### src/rtl/stream_merge_pkg.sv
// Shared types and helpers for the N:1 stream merge and its arbiter.
package stream_merge_pkg;

  // Arbitration policy selector.
  typedef enum logic {
    ARB_FIXED       = 1'b0,  // lowest requesting index wins
    ARB_ROUND_ROBIN = 1'b1   // search starts at the rotating pointer
  } arb_mode_t;

  // Index that follows idx in a ring of 'ports' entries.
  function automatic int wrap_next(input int idx, input int ports);
    return (idx >= ports - 1) ? 0 : idx + 1;
  endfunction

endpackage

### src/rtl/stream_merge_arbiter.sv
// PORTS-wide request -> one-hot grant plus encoded index.
// Owns the round-robin pointer, which moves only on the 'advance' strobe,
// so a stalled grant never rotates. Reusable by any N:1 block.
module stream_merge_arbiter
  import stream_merge_pkg::*;
#(
  parameter int        PORTS    = 2,
  parameter int        ID_WIDTH = $clog2(PORTS),
  parameter arb_mode_t ARB_MODE = ARB_ROUND_ROBIN
) (
  input  logic                clk,
  input  logic                rst,
  input  logic [PORTS-1:0]    req,
  input  logic                advance,
  output logic [PORTS-1:0]    grant,
  output logic [ID_WIDTH-1:0] grant_idx
);

  logic [ID_WIDTH-1:0] ptr;
  logic                found;
  int                  cand;

  // Priority search: from index 0 (fixed) or from ptr with wrap (round robin).
  // NOTE: every output of this block gets a default first, so no path leaves a
  // value unassigned and no latch is inferred.
  always_comb begin
    grant     = '0;
    grant_idx = '0;
    found     = 1'b0;
    cand      = 0;
    for (int i = 0; i < PORTS; i++) begin
      cand = (ARB_MODE == ARB_FIXED) ? i : int'(ptr) + i;
      if (cand >= PORTS) cand = cand - PORTS;
      if (!found && req[cand]) begin
        found           = 1'b1;
        grant[cand]     = 1'b1;
        grant_idx       = ID_WIDTH'(cand);
      end
    end
  end

  // Pointer moves past the port that just transferred; held otherwise.
  // NOTE: state registers use non-blocking assignments so every flop samples
  // the pre-edge values regardless of statement order.
  always_ff @(posedge clk) begin
    if (rst) begin
      ptr <= '0;
    end else if (advance) begin
      ptr <= ID_WIDTH'(wrap_next(int'(grant_idx), PORTS));
    end
  end

endmodule

### src/rtl/stream_merge.sv
// N-to-1 stream merge. Arbitrates PORTS input streams onto one output stream
// and tags each beat with the index of its source port so a downstream split
// can route responses back. Streams are flattened: port k's payload occupies
// stream_in_data[k*PAYLOAD_WIDTH +: PAYLOAD_WIDTH].
module stream_merge
  import stream_merge_pkg::*;
#(
  parameter int        PORTS         = 2,
  parameter int        PAYLOAD_WIDTH = 8,
  parameter int        ID_WIDTH      = $clog2(PORTS),
  parameter int        PIPELINE_MODE = 1,
  parameter arb_mode_t ARB_MODE      = ARB_ROUND_ROBIN
) (
  input  logic                           clk,
  input  logic                           rst,
  input  logic [PORTS-1:0]               stream_in_valid,
  output logic [PORTS-1:0]               stream_in_ready,
  input  logic [PORTS*PAYLOAD_WIDTH-1:0] stream_in_data,
  output logic                           stream_out_valid,
  input  logic                           stream_out_ready,
  output logic [PAYLOAD_WIDTH-1:0]       stream_out_data,
  output logic [ID_WIDTH-1:0]            stream_out_id
);

  // Elaboration-time parameter sanity.
  if (PORTS < 2) begin : g_bad_ports
    $error("stream_merge: PORTS must be greater than 1");
  end
  if (ID_WIDTH < $clog2(PORTS)) begin : g_bad_id_width
    $error("stream_merge: ID_WIDTH too narrow for PORTS");
  end

  // Beat carried by the output stage: source index plus payload.
  typedef struct packed {
    logic [ID_WIDTH-1:0]      id;
    logic [PAYLOAD_WIDTH-1:0] payload;
  } beat_t;

  logic [PORTS-1:0]         grant;
  logic [ID_WIDTH-1:0]      grant_idx;
  logic [PAYLOAD_WIDTH-1:0] sel_payload;
  logic                     stage_ready;
  logic                     transfer;
  beat_t                    in_beat;

  stream_merge_arbiter #(
    .PORTS    (PORTS),
    .ID_WIDTH (ID_WIDTH),
    .ARB_MODE (ARB_MODE)
  ) u_arb (
    .clk       (clk),
    .rst       (rst),
    .req       (stream_in_valid),
    .advance   (transfer),
    .grant     (grant),
    .grant_idx (grant_idx)
  );

  // AND-OR mux of the granted payload; non-granted payloads never reach ready.
  always_comb begin
    sel_payload = '0;
    for (int k = 0; k < PORTS; k++) begin
      if (grant[k]) sel_payload = sel_payload | stream_in_data[k*PAYLOAD_WIDTH +: PAYLOAD_WIDTH];
    end
  end

  // Only the granted port sees ready, and only when the stage can accept.
  assign stream_in_ready = rst ? '0 : (grant & {PORTS{stage_ready}});
  assign transfer        = |(stream_in_valid & stream_in_ready);
  assign in_beat         = '{id: grant_idx, payload: sel_payload};

  if (PIPELINE_MODE != 0) begin : g_reg
    logic  out_valid_q;
    beat_t beat_q;

    // Registered stage: full throughput because a drained beat frees the slot
    // in the same cycle.
    assign stage_ready = !out_valid_q || stream_out_ready;

    // Output register: loads on a transfer, holds while the sink stalls.
    always_ff @(posedge clk) begin
      if (rst) begin
        out_valid_q <= 1'b0;
        beat_q      <= '0;
      end else if (stage_ready) begin
        out_valid_q <= transfer;
        if (transfer) beat_q <= in_beat;
      end
    end

    assign stream_out_valid = out_valid_q;
    assign stream_out_id    = beat_q.id;
    assign stream_out_data  = beat_q.payload;
  end else begin : g_comb
    // Combinational pass: the granted beat appears on the output the same cycle.
    assign stage_ready      = stream_out_ready;
    assign stream_out_valid = !rst && (|(stream_in_valid & grant));
    assign stream_out_id    = rst ? '0 : in_beat.id;
    assign stream_out_data  = in_beat.payload;
  end

endmodule

### config.mk
export PLATFORM = sky130hd
export DESIGN_NAME = stream_merge
export DESIGN_NICKNAME = d
export VERILOG_FILES = /design/src/rtl/stream_merge_pkg.sv /design/src/rtl/stream_merge_arbiter.sv /design/src/rtl/stream_merge.sv
export SDC_FILE = /design/constraint.sdc
export NUM_CORES = 1
export LEC_CHECK = 0
export ABC_CLOCK_PERIOD_IN_PS = 2550
export CELL_PAD_IN_SITES_DETAIL_PLACEMENT = 0
export CELL_PAD_IN_SITES_GLOBAL_PLACEMENT = 2
export CORE_MARGIN = 10
export CORE_UTILIZATION = 23
export DETAILED_ROUTE_END_ITERATION = 16
export PLACE_DENSITY = 0.83
export SLEW_MARGIN = 20
export SYNTH_ARGS = -nofsm -noshare
export SYNTH_HDL_FRONTEND = slang
export SYNTH_SLANG_ARGS = --single-unit
### constraint.sdc
create_clock -name clk -period 2.55 [get_ports clk]
set_clock_uncertainty 0.15 [all_clocks]
set_input_delay 0.3825 -clock clk [delete_from_list [all_inputs] [get_ports clk]]
set_output_delay 0.3825 -clock clk [all_outputs]
set_load 0.01 [all_outputs]
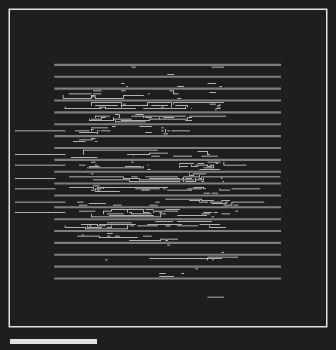
*Metal 1*
Scale bar: 20 um. Supply wires on this layer in gray.
nets with wire on the layer: 101
main direction: horizontal
longest straight run: 17.9 um
wire length on this layer: 843 um
final wirelength: 1947 um
Via Count: 632
Global Route met1 Usage: 8.783%

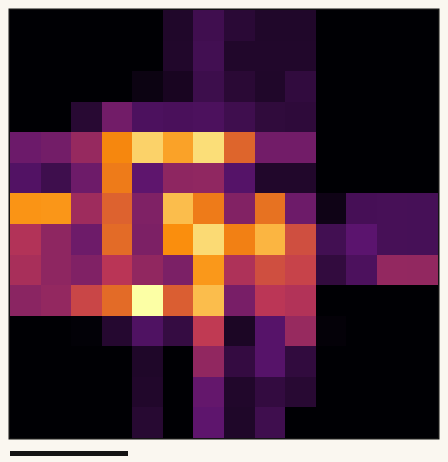
*Routed metal per tile*
Scale bar: 20 um. The die is cut into 14 by 14 equal tiles; black is low, pale yellow is high, scaled to the fullest tile. Values are wire area over tile area, all layers added.
nearly empty tiles: 40%
densest ninth of the die: center
fullest tile: 0.30
mean over tiles: 0.061
tiles over half the peak: 14%
emptiest ninth of the die: north-east
All-Layer GR Usage: 7.593%
DR WL/cell: 14.98 um

==> CHANGELOG.md <==
### Implementation results

- Run status: finished clean
- Hold Crit Depth: 2
- Worst path most repeated cell: clkdlybuf4s50_1
- Sequential area share after synthesis: between 30% and 40%
- Crit path time final: approximately 2.4 ns
- WHS: between 0.3 and 0.4 ns
- CP peak stage delay: around 0.54 ns
- Count of library flops with an enable pin: 0
- Critical path depth: 5
- Internal power: 330.4 uW
- DR WL met2: roughly 890 um
- Mapped Area: approximately 630 um2
- Dominant logic cell types in the final layout: clkdlybuf4s50_1, dfxtp_1, a32oi_1, inv_1
- Final setup viols: 0
- Setup slack, reg-to-reg: 0.86 ns
- Net Count, Synth: between 80 and 90
- IO Port Bufs: 32
- Fmax: approximately 420 MHz
- FA/HA/MAJ Cells, Area Fraction: 0%
- Post-route cell area: about 1000 um2
- Drc violations: 0
- Yosys cell count: 65
- Dpl ws: about 0.18 ns
- Critical Path End: stream_in_ready[1]
- Most frequent cells after synthesis: dfxtp_1, a32oi_1, inv_1, a211oi_2, o31a_1
- Met2 Usage GRT: 11.86%
- Routed Antenna Nets: 0
- Total CTS buffers: 3
- Dominant cell area share: between 30% and 40%
- CTS max path bufs: 2
- Crit Path Max Fanout: 5
- Synth area leader: dfxtp_1
- Clk slew on worst S/H paths: 0.08 ns
- Largest Pwr Group: registers
- Avg Cell Area, Syn: approximately 9.7 um2
No activity file was given, so power comes from the tool's default toggle rates.
